--- src/rtl/imm_gen_stage_pkg.sv ---
// Shared types for the immediate generation stage:
// format tags, opcodes and the decoded result bundle.
package imm_gen_stage_pkg;

  localparam int ILEN     = 32;
  localparam int XLEN_MAX = 64;

  typedef enum logic [2:0] {
    FMT_NONE,
    FMT_I,
    FMT_S,
    FMT_B,
    FMT_U,
    FMT_J,
    FMT_SH,
    FMT_Z
  } imm_fmt_t;

  localparam logic [6:0] OPCODE_LOAD         = 7'b0000011;
  localparam logic [6:0] OPCODE_I_TYPE_ALU   = 7'b0010011;
  localparam logic [6:0] OPCODE_AUIPC        = 7'b0010111;
  localparam logic [6:0] OPCODE_I_TYPE_ALU32 = 7'b0011011;
  localparam logic [6:0] OPCODE_STORE        = 7'b0100011;
  localparam logic [6:0] OPCODE_LUI          = 7'b0110111;
  localparam logic [6:0] OPCODE_BRANCH       = 7'b1100011;
  localparam logic [6:0] OPCODE_JALR         = 7'b1100111;
  localparam logic [6:0] OPCODE_JAL          = 7'b1101111;
  localparam logic [6:0] OPCODE_SYSTEM       = 7'b1110011;

  // Fields are sized for RV64; RV32 users take the low half.
  typedef struct packed {
    logic [XLEN_MAX-1:0] imm;
    imm_fmt_t            fmt;
    logic                illegal;
    logic [ILEN-1:0]     instr;
    logic [XLEN_MAX-1:0] pc;
  } imm_res_t;

  function automatic logic [63:0] sext32(
    input logic [31:0] v
  );
    return {{32{v[31]}}, v};
  endfunction

endpackage

--- src/rtl/imm_gen_stage_if.sv ---
// Fetch-side and issue-side handshake bundle.
// slave: the stage; master: producer/consumer side.
interface imm_gen_stage_if #(
  parameter int XLEN = 32
) ();
  import imm_gen_stage_pkg::*;

  logic            in_valid;
  logic            in_ready;
  logic [ILEN-1:0] in_instr;
  logic [XLEN-1:0] in_pc;
  logic            out_valid;
  logic            out_ready;
  logic [XLEN-1:0] out_imm;
  imm_fmt_t        out_fmt;
  logic            out_illegal;
  logic [ILEN-1:0] out_instr;
  logic [XLEN-1:0] out_pc;

  modport slave (
    input  in_valid, in_instr, in_pc,
    input  out_ready,
    output in_ready,
    output out_valid, out_imm, out_fmt,
    output out_illegal, out_instr, out_pc
  );

  modport master (
    output in_valid, in_instr, in_pc,
    output out_ready,
    input  in_ready,
    input  out_valid, out_imm, out_fmt,
    input  out_illegal, out_instr, out_pc
  );
endinterface

--- src/rtl/imm_gen_stage_decode.sv ---
// Combinational immediate decoder: instr_i -> res_o.
// Ports: instr_i, pc_i in; res_o (imm_res_t) out.
module imm_decode
  import imm_gen_stage_pkg::*;
#(
  parameter int XLEN    = 32,
  parameter bit EN_ZIMM = 1'b1
) (
  input  logic [ILEN-1:0] instr_i,
  input  logic [XLEN-1:0] pc_i,
  output imm_res_t        res_o
);

  logic [6:0] opc;
  logic [2:0] f3;
  logic       is_opi;
  logic       is_sh;
  logic       is_sh32;
  logic       is_i;
  logic       is_s;
  logic       is_b;
  logic       is_u;
  logic       is_j;
  logic       is_z;
  logic       sh_hi;

  assign opc = instr_i[6:0];
  assign f3  = instr_i[14:12];

  // funct3 001/101 are the shift encodings
  assign is_opi  = opc == OPCODE_I_TYPE_ALU;
  assign is_sh   = is_opi && f3[1:0] == 2'b01;
  assign is_sh32 = (XLEN == 64)
                && opc == OPCODE_I_TYPE_ALU32
                && f3[1:0] == 2'b01;
  assign is_i    = (is_opi && !is_sh)
                || opc == OPCODE_LOAD
                || opc == OPCODE_JALR
                || ((XLEN == 64)
                    && opc == OPCODE_I_TYPE_ALU32
                    && f3 == 3'b000);
  assign is_s    = opc == OPCODE_STORE;
  assign is_b    = opc == OPCODE_BRANCH;
  assign is_u    = opc == OPCODE_LUI
                || opc == OPCODE_AUIPC;
  assign is_j    = opc == OPCODE_JAL;
  assign is_z    = EN_ZIMM
                && opc == OPCODE_SYSTEM
                && f3[2];

  // bit 25 is shamt[5] only on RV64 OP-IMM
  assign sh_hi = (XLEN == 64) ? instr_i[25] : 1'b0;

  always_comb begin
    res_o         = '0;
    res_o.fmt     = FMT_NONE;
    res_o.instr   = instr_i;
    res_o.pc      = XLEN_MAX'(pc_i);
    unique case (1'b1)
      is_i: begin
        res_o.imm = {{52{instr_i[31]}},
                     instr_i[31:20]};
        res_o.fmt = FMT_I;
      end
      is_sh: begin
        res_o.imm     = {58'b0, sh_hi,
                         instr_i[24:20]};
        res_o.fmt     = FMT_SH;
        res_o.illegal = (XLEN == 32)
                     && instr_i[25];
      end
      is_sh32: begin
        res_o.imm     = {59'b0, instr_i[24:20]};
        res_o.fmt     = FMT_SH;
        res_o.illegal = instr_i[25];
      end
      is_s: begin
        res_o.imm = {{52{instr_i[31]}},
                     instr_i[31:25],
                     instr_i[11:7]};
        res_o.fmt = FMT_S;
      end
      is_b: begin
        res_o.imm = {{52{instr_i[31]}},
                     instr_i[7],
                     instr_i[30:25],
                     instr_i[11:8], 1'b0};
        res_o.fmt = FMT_B;
      end
      is_u: begin
        res_o.imm = sext32({instr_i[31:12],
                            12'b0});
        res_o.fmt = FMT_U;
      end
      is_j: begin
        res_o.imm = {{44{instr_i[31]}},
                     instr_i[19:12],
                     instr_i[20],
                     instr_i[30:21], 1'b0};
        res_o.fmt = FMT_J;
      end
      is_z: begin
        res_o.imm = {59'b0, instr_i[19:15]};
        res_o.fmt = FMT_Z;
      end
      default: ;
    endcase
  end

endmodule

--- src/rtl/imm_gen_stage.sv ---
// Registered immediate stage with optional skid entry.
// Ports: clk, rst, flush_i, bus (imm_gen_stage_if.slave).
module imm_gen_stage
  import imm_gen_stage_pkg::*;
#(
  parameter int XLEN    = 32,
  parameter int SKID    = 1,
  parameter bit EN_ZIMM = 1'b1
) (
  input logic             clk,
  input logic             rst,
  input logic             flush_i,
  imm_gen_stage_if.slave  bus
);

  imm_res_t dec_res;
  imm_res_t out_q, out_d;
  imm_res_t skid_q, skid_d;
  logic     out_valid_q, out_valid_d;
  logic     skid_valid_q, skid_valid_d;
  logic     in_ready;
  logic     accept;
  logic     drain;

  imm_decode #(
    .XLEN    (XLEN),
    .EN_ZIMM (EN_ZIMM)
  ) u_dec (
    .instr_i (bus.in_instr),
    .pc_i    (bus.in_pc),
    .res_o   (dec_res)
  );

  // Skid variant keeps in_ready off a flop so it
  // never depends on out_ready combinationally.
  assign in_ready = (SKID != 0)
                  ? !skid_valid_q
                  : (!out_valid_q || bus.out_ready);
  assign accept   = bus.in_valid && in_ready;
  assign drain    = out_valid_q && bus.out_ready;

  always_comb begin
    out_d        = out_q;
    out_valid_d  = out_valid_q;
    skid_d       = skid_q;
    skid_valid_d = skid_valid_q;
    if (flush_i) begin
      out_valid_d  = 1'b0;
      skid_valid_d = 1'b0;
    end else if (SKID != 0) begin
      // accept is never true with skid full
      if (drain && skid_valid_q) begin
        out_d        = skid_q;
        skid_valid_d = 1'b0;
      end else if (drain && accept) begin
        out_d = dec_res;
      end else if (drain) begin
        out_valid_d = 1'b0;
      end else if (accept && out_valid_q) begin
        skid_d       = dec_res;
        skid_valid_d = 1'b1;
      end else if (accept) begin
        out_d       = dec_res;
        out_valid_d = 1'b1;
      end
    end else begin
      if (accept) begin
        out_d       = dec_res;
        out_valid_d = 1'b1;
      end else if (drain) begin
        out_valid_d = 1'b0;
      end
    end
  end

  always_ff @(posedge clk) begin
    if (rst) begin
      out_q        <= '0;
      out_valid_q  <= 1'b0;
      skid_q       <= '0;
      skid_valid_q <= 1'b0;
    end else begin
      out_q        <= out_d;
      out_valid_q  <= out_valid_d;
      skid_q       <= skid_d;
      skid_valid_q <= skid_valid_d;
    end
  end

  assign bus.in_ready    = in_ready;
  assign bus.out_valid   = out_valid_q;
  assign bus.out_imm     = out_q.imm[XLEN-1:0];
  assign bus.out_fmt     = out_q.fmt;
  assign bus.out_illegal = out_q.illegal;
  assign bus.out_instr   = out_q.instr;
  assign bus.out_pc      = out_q.pc[XLEN-1:0];

  if (XLEN < XLEN_MAX) begin : g_narrow
    logic unused_hi;
    assign unused_hi = ^{out_q.imm[XLEN_MAX-1:XLEN],
                         out_q.pc[XLEN_MAX-1:XLEN]};
  end

endmodule

--- src/flat_wrapper.sv ---
// flat-port wrapper written by rule: the top's interface ports become plain ports
module imm_gen_stage_flat import imm_gen_stage_pkg::*;
#(
  parameter int XLEN    = 32,
  parameter int SKID    = 1,
  parameter bit EN_ZIMM = 1'b1
)
  (clk, rst, flush_i, bus_in_valid, bus_in_instr, bus_in_pc, bus_out_ready, bus_in_ready, bus_out_valid, bus_out_imm, bus_out_fmt, bus_out_illegal, bus_out_instr, bus_out_pc);
  imm_gen_stage_if #(.XLEN(XLEN)) bus_i ();
  input logic clk;
  input logic rst;
  input logic flush_i;
  input wire logic [$bits(bus_i.in_valid)-1:0] bus_in_valid;
  input wire logic [$bits(bus_i.in_instr)-1:0] bus_in_instr;
  input wire logic [$bits(bus_i.in_pc)-1:0] bus_in_pc;
  input wire logic [$bits(bus_i.out_ready)-1:0] bus_out_ready;
  output wire logic [$bits(bus_i.in_ready)-1:0] bus_in_ready;
  output wire logic [$bits(bus_i.out_valid)-1:0] bus_out_valid;
  output wire logic [$bits(bus_i.out_imm)-1:0] bus_out_imm;
  output wire logic [$bits(bus_i.out_fmt)-1:0] bus_out_fmt;
  output wire logic [$bits(bus_i.out_illegal)-1:0] bus_out_illegal;
  output wire logic [$bits(bus_i.out_instr)-1:0] bus_out_instr;
  output wire logic [$bits(bus_i.out_pc)-1:0] bus_out_pc;
  assign bus_i.in_valid = bus_in_valid;
  assign bus_i.in_instr = bus_in_instr;
  assign bus_i.in_pc = bus_in_pc;
  assign bus_i.out_ready = bus_out_ready;
  assign bus_in_ready = bus_i.in_ready;
  assign bus_out_valid = bus_i.out_valid;
  assign bus_out_imm = bus_i.out_imm;
  assign bus_out_fmt = bus_i.out_fmt;
  assign bus_out_illegal = bus_i.out_illegal;
  assign bus_out_instr = bus_i.out_instr;
  assign bus_out_pc = bus_i.out_pc;
  imm_gen_stage #(.XLEN(XLEN), .SKID(SKID), .EN_ZIMM(EN_ZIMM)) u_core (.clk(clk), .rst(rst), .flush_i(flush_i), .bus(bus_i));
endmodule
--- config.mk ---
export PLATFORM = sky130hd
export DESIGN_NAME = imm_gen_stage_flat
export DESIGN_NICKNAME = d
export VERILOG_FILES = /design/src/rtl/imm_gen_stage_pkg.sv /design/src/rtl/imm_gen_stage_if.sv /design/src/rtl/imm_gen_stage_decode.sv /design/src/rtl/imm_gen_stage.sv /design/src/flat_wrapper.sv
export SDC_FILE = /design/constraint.sdc
export NUM_CORES = 1
export LEC_CHECK = 0
export ABC_AREA = 1
export CAP_MARGIN = 20
export CORE_MARGIN = 4
export CORE_UTILIZATION = 55
export CTS_CLUSTER_SIZE = 25
export DETAILED_ROUTE_END_ITERATION = 6
export HOLD_SLACK_MARGIN = 0.08
export PLACE_DENSITY = 0.84
export SETUP_SLACK_MARGIN = 0.4
export SYNTH_ARGS = -nofsm -noshare
export SYNTH_HDL_FRONTEND = slang
export SYNTH_SLANG_ARGS = --single-unit
--- constraint.sdc ---
create_clock -name clk -period 3.8 [get_ports clk]
set_clock_uncertainty 0.1 [all_clocks]
set_input_delay 0.76 -clock clk [delete_from_list [all_inputs] [get_ports clk]]
set_output_delay 0.76 -clock clk [all_outputs]
set_load 0.05 [all_outputs]
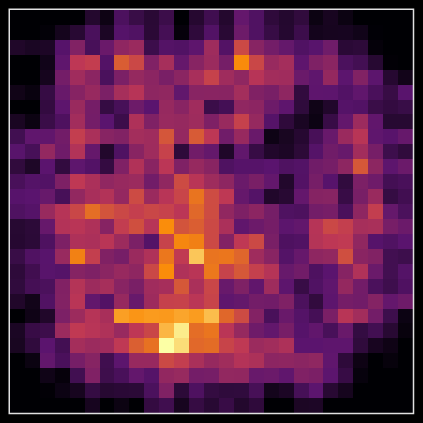
Run 1: wiring heat map
Drawn at 3 px/um. The die is cut into 27 by 27 equal tiles; black is low, pale yellow is high, scaled to the fullest tile. Values are wire area over tile area, all layers added.
- nearly empty tiles: 8.5%
- mean over tiles: 0.24
- fullest tile: 0.82

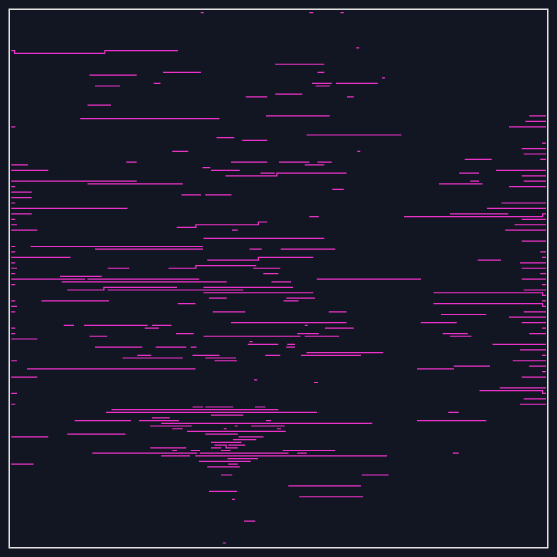
Run 1: M3 wires
Drawn at 4 px/um.
- wire length on this layer: 2170 um
- longest straight run: 52.4 um
DR vias: 8673
routed wire length: 26.0 mm
met3 usage: 0.0476

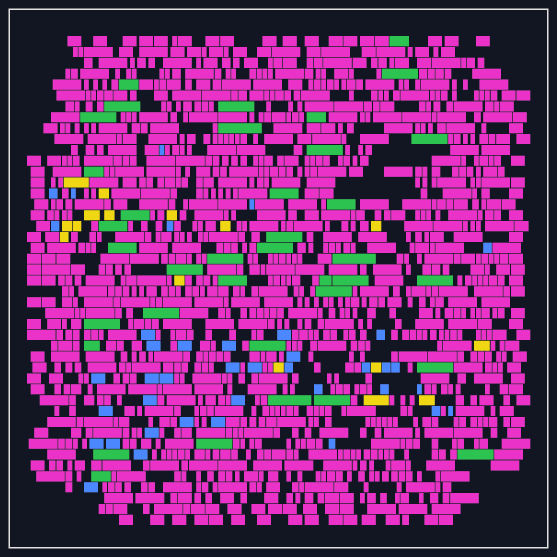
Run 1: sizing map
Drawn at 4 px/um.
- blue: drive 2 (cells 39; share 3.0%; most used nand3_2)
- green: drive 6 and up (cells 37; share 2.8%; most used clkbuf_16)
- yellow: drive 3 to 4 (cells 16; share 1.2%; most used buf_4)
- magenta: drive 1 or less (cells 1227; share 93%; most used nand2_1)

==> results.yml, run 1 <==
# synthesis and place-and-route metrics
power_and_ir_drop:
  clkPwrFrac: 0.419
  swShare: 0.265
  p_sw_mw: 1.37
  p_seq_frac: 0.437
  total_power_mw: 5.16
  irDropWorstVdd_mv: 0.311
  p_leak_nw: 4.98
yosys:
  synth_top_cell_by_area: "dfxtp_1"
  ys_seq_elements: 202
  yosysCellCount: 1193
  avgSynthCellArea_sq_um: 7.35
  synth_seq_share: 0.461
  syn_area_sq_mm: 0.00877
  floorplan.nets: 1262
  synth_top_area_share: 0.461
  synth_cell_types: 25
  syn_inst: 1193
  yosysWarnings: 0
global_route:
  grt_pass1_wl_mm: 41.2
  grt_overflow_total: 0
  first_global_vias: 8104
  grt_max_degree: 74
  grt_antenna_before_repair: 0
  grt_use_total: 0.274
clock_network:
  cts_made_buffers: 21
  cts_max_path_buffers: 3
  clk_pin_slew_ps: 60
  hold_buffers: 0
  htree_levels: 1
  cts_resized: 0
  post-cts-setup-buffer-count: 0
  cts-root-buf: "clkbuf_16"
  cts_tree: "yes"
  clock_latency_ps: 500
finish:
  area_growth_pct: 27.9
  num_antenna_cells: 0
  nFillCells: 1255
  drive_gt1_frac: 0.0697
  final_nets: 1373
  lay_top_cells: "nand2_1 (222), dfxtp_1 (202), o21ai_0 (195)"
  layout.cells.most_common: "nand2_1"
  fin_util: 0.727
sta:
  hold_viol: 0
  period_needed_ps: 2670
  slew_violations: 0
  rsz0062_at_grt: "false"
  worstMarginPinSlew_ps: 639
  fin_tns_setup_ps: 0
  clock.fmax_mhz: 375
worst_setup_path:
  required_ps: 4110
  endpoint_kind: "flip-flop"
  critPathMaxFanout: 21
  setup.worst_path.class: "primary input to flip-flop"
route:
  via_per_inst: 5.67
  drc_errors: 0
  drtIter0Drc: 950
  drt_pre_antenna_iters: 5
outcome:
  status: "complete, no violations"
placed_design:
  dp_hpwl_mm: 16.4
  numPortBuffers: 170
floorplan:
  chipArea_sq_mm: 0.0180
  die_x_um: 134
  io_pins: 171
  die_y_um: 134
  core_sq_mm: 0.0154
run:
  warnings: 26
run 1: kinds of logic after synthesis:
logic type,count (synthesis),share of synthesized area
and+or+nand+nor,439,0.217
AOI/OAI and AO/OA,388,0.241
DFF,202,0.461
buffers and inverters,164,0.0812
run 1: power by group through the flow:
stage / sequential [mW] / clock, mW / combinational (mW)
floorplan: 2.54 / 0 / 0.199
global placement: 2.29 / 0 / 0.734
detailed placement: 2.30 / 0 / 0.740
CTS: 2.25 / 2.18 / 0.745
global route: 2.26 / 2.26 / 0.789
finish: 2.25 / 2.16 / 0.746
run 1: registers in the layout (all words and copies together) (netlist names):
signal                  cells
u_core.bus.out_fmt          3
u_core.bus.out_illegal      1
u_core.bus.out_imm         32
u_core.bus.out_instr       32
u_core.bus.out_pc          32
u_core.bus.out_valid        1
u_core.skid_q             100
u_core.skid_valid_q         1
run 1: per-layer routing:
layer,routed length (um),vias up,GRT usage,share of wire
met5,0,-,0,0
met4,876,0,0.0894,0.034
met3,2170,55,0.0476,0.084
met2,11900,383,0.436,0.46
met1,11000,4033,0.381,0.43
li1,-,4202,-,-
run 1: per-stage QoR:
stage	setup WS [ps]	hold WS [ps]	instance area [sq um]	std cells
finish	1130	374	11200	1530
global route	987	388	11200	1530
CTS	1200	372	11200	1530
detailed placement	712	365	10500	1492
global placement	773	354	10500	1492
floorplan	1900	339	8770	1193
run 1: final timing paths:
check	endpoint	depth (start not counted)	from	slack, ps
setup / recovery	u_core.bus.out_imm[11]$_SDFFE_PP0P_	9	bus_in_instr[0]	1130
hold / removal	u_core.bus.out_pc[31]$_SDFFE_PP0P_	2	u_core.skid_q[31]$_SDFFE_PP0P_	370
setup reg to reg	u_core.bus.out_imm[11]$_SDFFE_PP0P_	5	u_core.skid_valid_q$_SDFFE_PP0P_	1780
hold reg to reg	u_core.bus.out_pc[31]$_SDFFE_PP0P_	2	u_core.skid_q[31]$_SDFFE_PP0P_	370
run 1: cells in the mapped netlist:
cell,instances
nand2_1,222
nand2_2,9
buf_4,5
nand3_2,21
inv_2,6
a21oi_1,89
inv_1,60
nand3_4,1
buf_6,5
o21a_1,7
o21ai_1,5
o21bai_1,28
nor2_1,135
buf_2,30
nor2_4,3
clkinv_1,1
clkbuf_2,2
clkbuf_1,55
a31oi_1,64
o21ai_0,195
nor3_1,1
nor2_2,2
nand3_1,43
dfxtp_1,202
nand4_1,2
run 1: layout make-up:
cell class,count,area (sq um),share of cell area
multi-input combinational,827,4030,0.359
sequential,202,4040,0.361
clock inverter,7,120,0.0107
clock buffer,31,613,0.0547
timing repair buffer,185,1890,0.169
inverter,67,256,0.0229
tap,211,264,0.0235
run 1: worst max-delay path, cell delays in order:
cell and delay, ps:
clkdlybuf4s50_1 540, nand2_2 120, nor2_4 340, nand2_2 100, nor2_2 190, nand2_2 400, nand3_2 220, nand2_1 80
a21oi_1 200
--- run 2 (diff from run 1) ---
Settings changed: CORE_UTILIZATION 55 to 52, PLACE_DENSITY 0.84 to 0.8.
Clock period 3.8 ns to 2.75 ns, I/O delays scaled along.
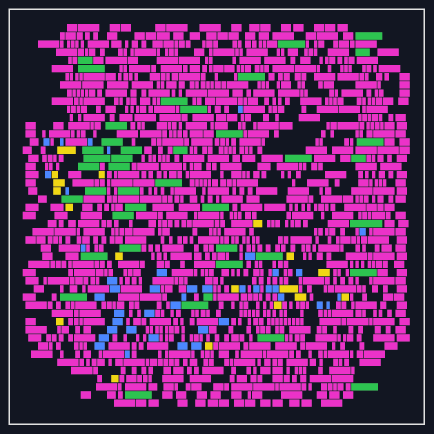
Run 2: sizing map
Drawn at 3 px/um.
- yellow: drive 3 to 4 (cells 18; share 1.4%; most used buf_4)
- green: drive 6 and up (cells 41; share 3.1%; most used clkbuf_16)
- magenta: drive 1 or less (cells 1224; share 92%; most used nand2_1)
- blue: drive 2 (cells 42; share 3.2%; most used nand3_2)

==> results.yml, run 2 <==
# synthesis and place-and-route metrics
outcome:
  status: "complete, no violations"
yosys:
  syn_inst: 1193
  avgSynthCellArea_sq_um: 7.35
  flop_cell: "dfxtp_1"
  yosysWarnings: 0
  ys_seq_elements: 202
  synthTopCellsByCount: "nand2_1 (222), dfxtp_1 (202), o21ai_0 (195), nor2_1 (135), a21oi_1 (89)"
  synthArstFlopShare: 0
  syn_area_sq_mm: 0.00877
run:
  warnings: 28
route:
  drt_pre_antenna_iters: 6
  drtIter0Drc: 760
  via_per_inst: 5.51
clock_network:
  post-cts-setup-buffer-count: 0
  cts_resized: 8
  cts_made_buffers: 21
  cts_max_path_buffers: 3
sta:
  worst_slack_ps: 422
  rsz0062_at_grt: "false"
  fin_tns_setup_ps: 0
global_route:
  first_global_vias: 7665
  grt_overflow_total: 0
  grt_antenna_before_repair: 0
placed_design:
  placed_area_sq_mm: 0.0107
  numPortBuffers: 170
  dp_hpwl_mm: 16.0
  dp_slack_ps: 213
worst_setup_path:
  required_ps: 2100
  rr_worst_depth: 8
  critPathMaxFanout: 2
  critPathTopFamily: "buffers and inverters"
  reg2reg_slack_ps: 880
  timing.rr.end: "u_core.skid_q[100]$_SDFFE_PP0P_"
  r2r_start: "u_core.bus.out_valid$_SDFFE_PP0P_"
floorplan:
  core_sq_mm: 0.0165
  chipArea_sq_mm: 0.0190
  die_y_um: 138
finish:
  num_antenna_cells: 0
  layout.cells.most_common: "nand2_1"
  final_nets: 1381
  lay_top_cells: "nand2_1 (222), dfxtp_1 (202), o21ai_0 (195)"
  largest_reg_flops: 100
  drive_gt1_frac: 0.0762
  design_area_sq_mm: 0.0114
  regMostFlops: "u_core.skid_q"
  area_growth_pct: 29.6
min_path:
  holdPathEnd: "u_core.bus.out_instr[2]$_SDFFE_PP0P_"
  worstHoldPathCells: 2
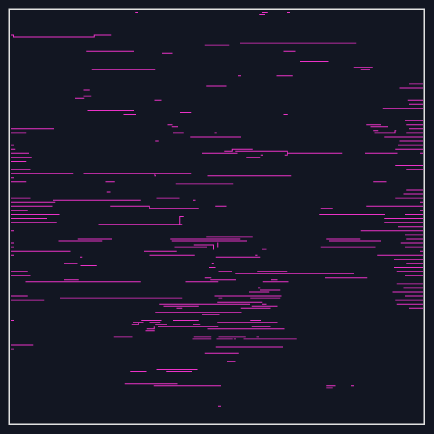
Run 2: M3 wires
Drawn at 3 px/um.
met3 usage: 0.0392
routed wire length: 25.0 mm

## run 2: cell counts after synthesis
Identical to the previous run, type by type.
## run 2: how the worst max path moves through the flow
stage	slack, ps	to
after floorplan	850	u_core.skid_q[28]$_SDFFE_PP0P_
after global placement	260	u_core.bus.out_imm[31]$_SDFFE_PP0P_
after detailed placement	210	u_core.bus.out_imm[31]$_SDFFE_PP0P_
after CTS	400	bus_out_imm[11]
after global routing	400	bus_out_instr[31]
final	420	bus_out_fmt[1]
## run 2: where the power goes
part	switching (mW)	internal (mW)
registers	0.0631	3.05
clock network	1.16	1.60
logic	0.674	0.362
total	1.89	5.01
## run 2: layer usage
metal / up-vias / GRT usage / routed length (um)
li1: 4215 / - / -
met1: 3928 / 0.360 / 11200
met2: 327 / 0.403 / 11300
met3: 42 / 0.0392 / 1880
met4: 0 / 0.0724 / 592
met5: - / 0 / 0
## run 2: area by class of cell
cell class / instances / area (sq um)
clock inverter: 9 / 80.1
multi-input combinational: 827 / 4030
sequential: 202 / 4040
fill: 1390 / 5160
clock buffer: 27 / 588
timing repair buffer: 193 / 2090
inverter: 67 / 256
tap: 220 / 275
## run 2: metrics by stage
step | util | total power, mW | instances | hold slack (ps)
6_report | 0.688 | 6.91 | 1545 | 374
5_1_grt | 0.688 | 7.14 | 1545 | 394
4_1_cts | 0.684 | 6.95 | 1545 | 373
3_5_place_dp | 0.645 | 4.21 | 1509 | 365
3_3_place_gp | 0.645 | 4.20 | 1509 | 355
2_1_floorplan | - | 3.78 | 1193 | 339
## run 2: logic make-up after synthesis
family,count (synthesis),synth area share
flops,202,0.461
simple gates,439,0.217
compound gates,388,0.241
buf+inv,164,0.0812
Power and IR drop assume default switching activity.
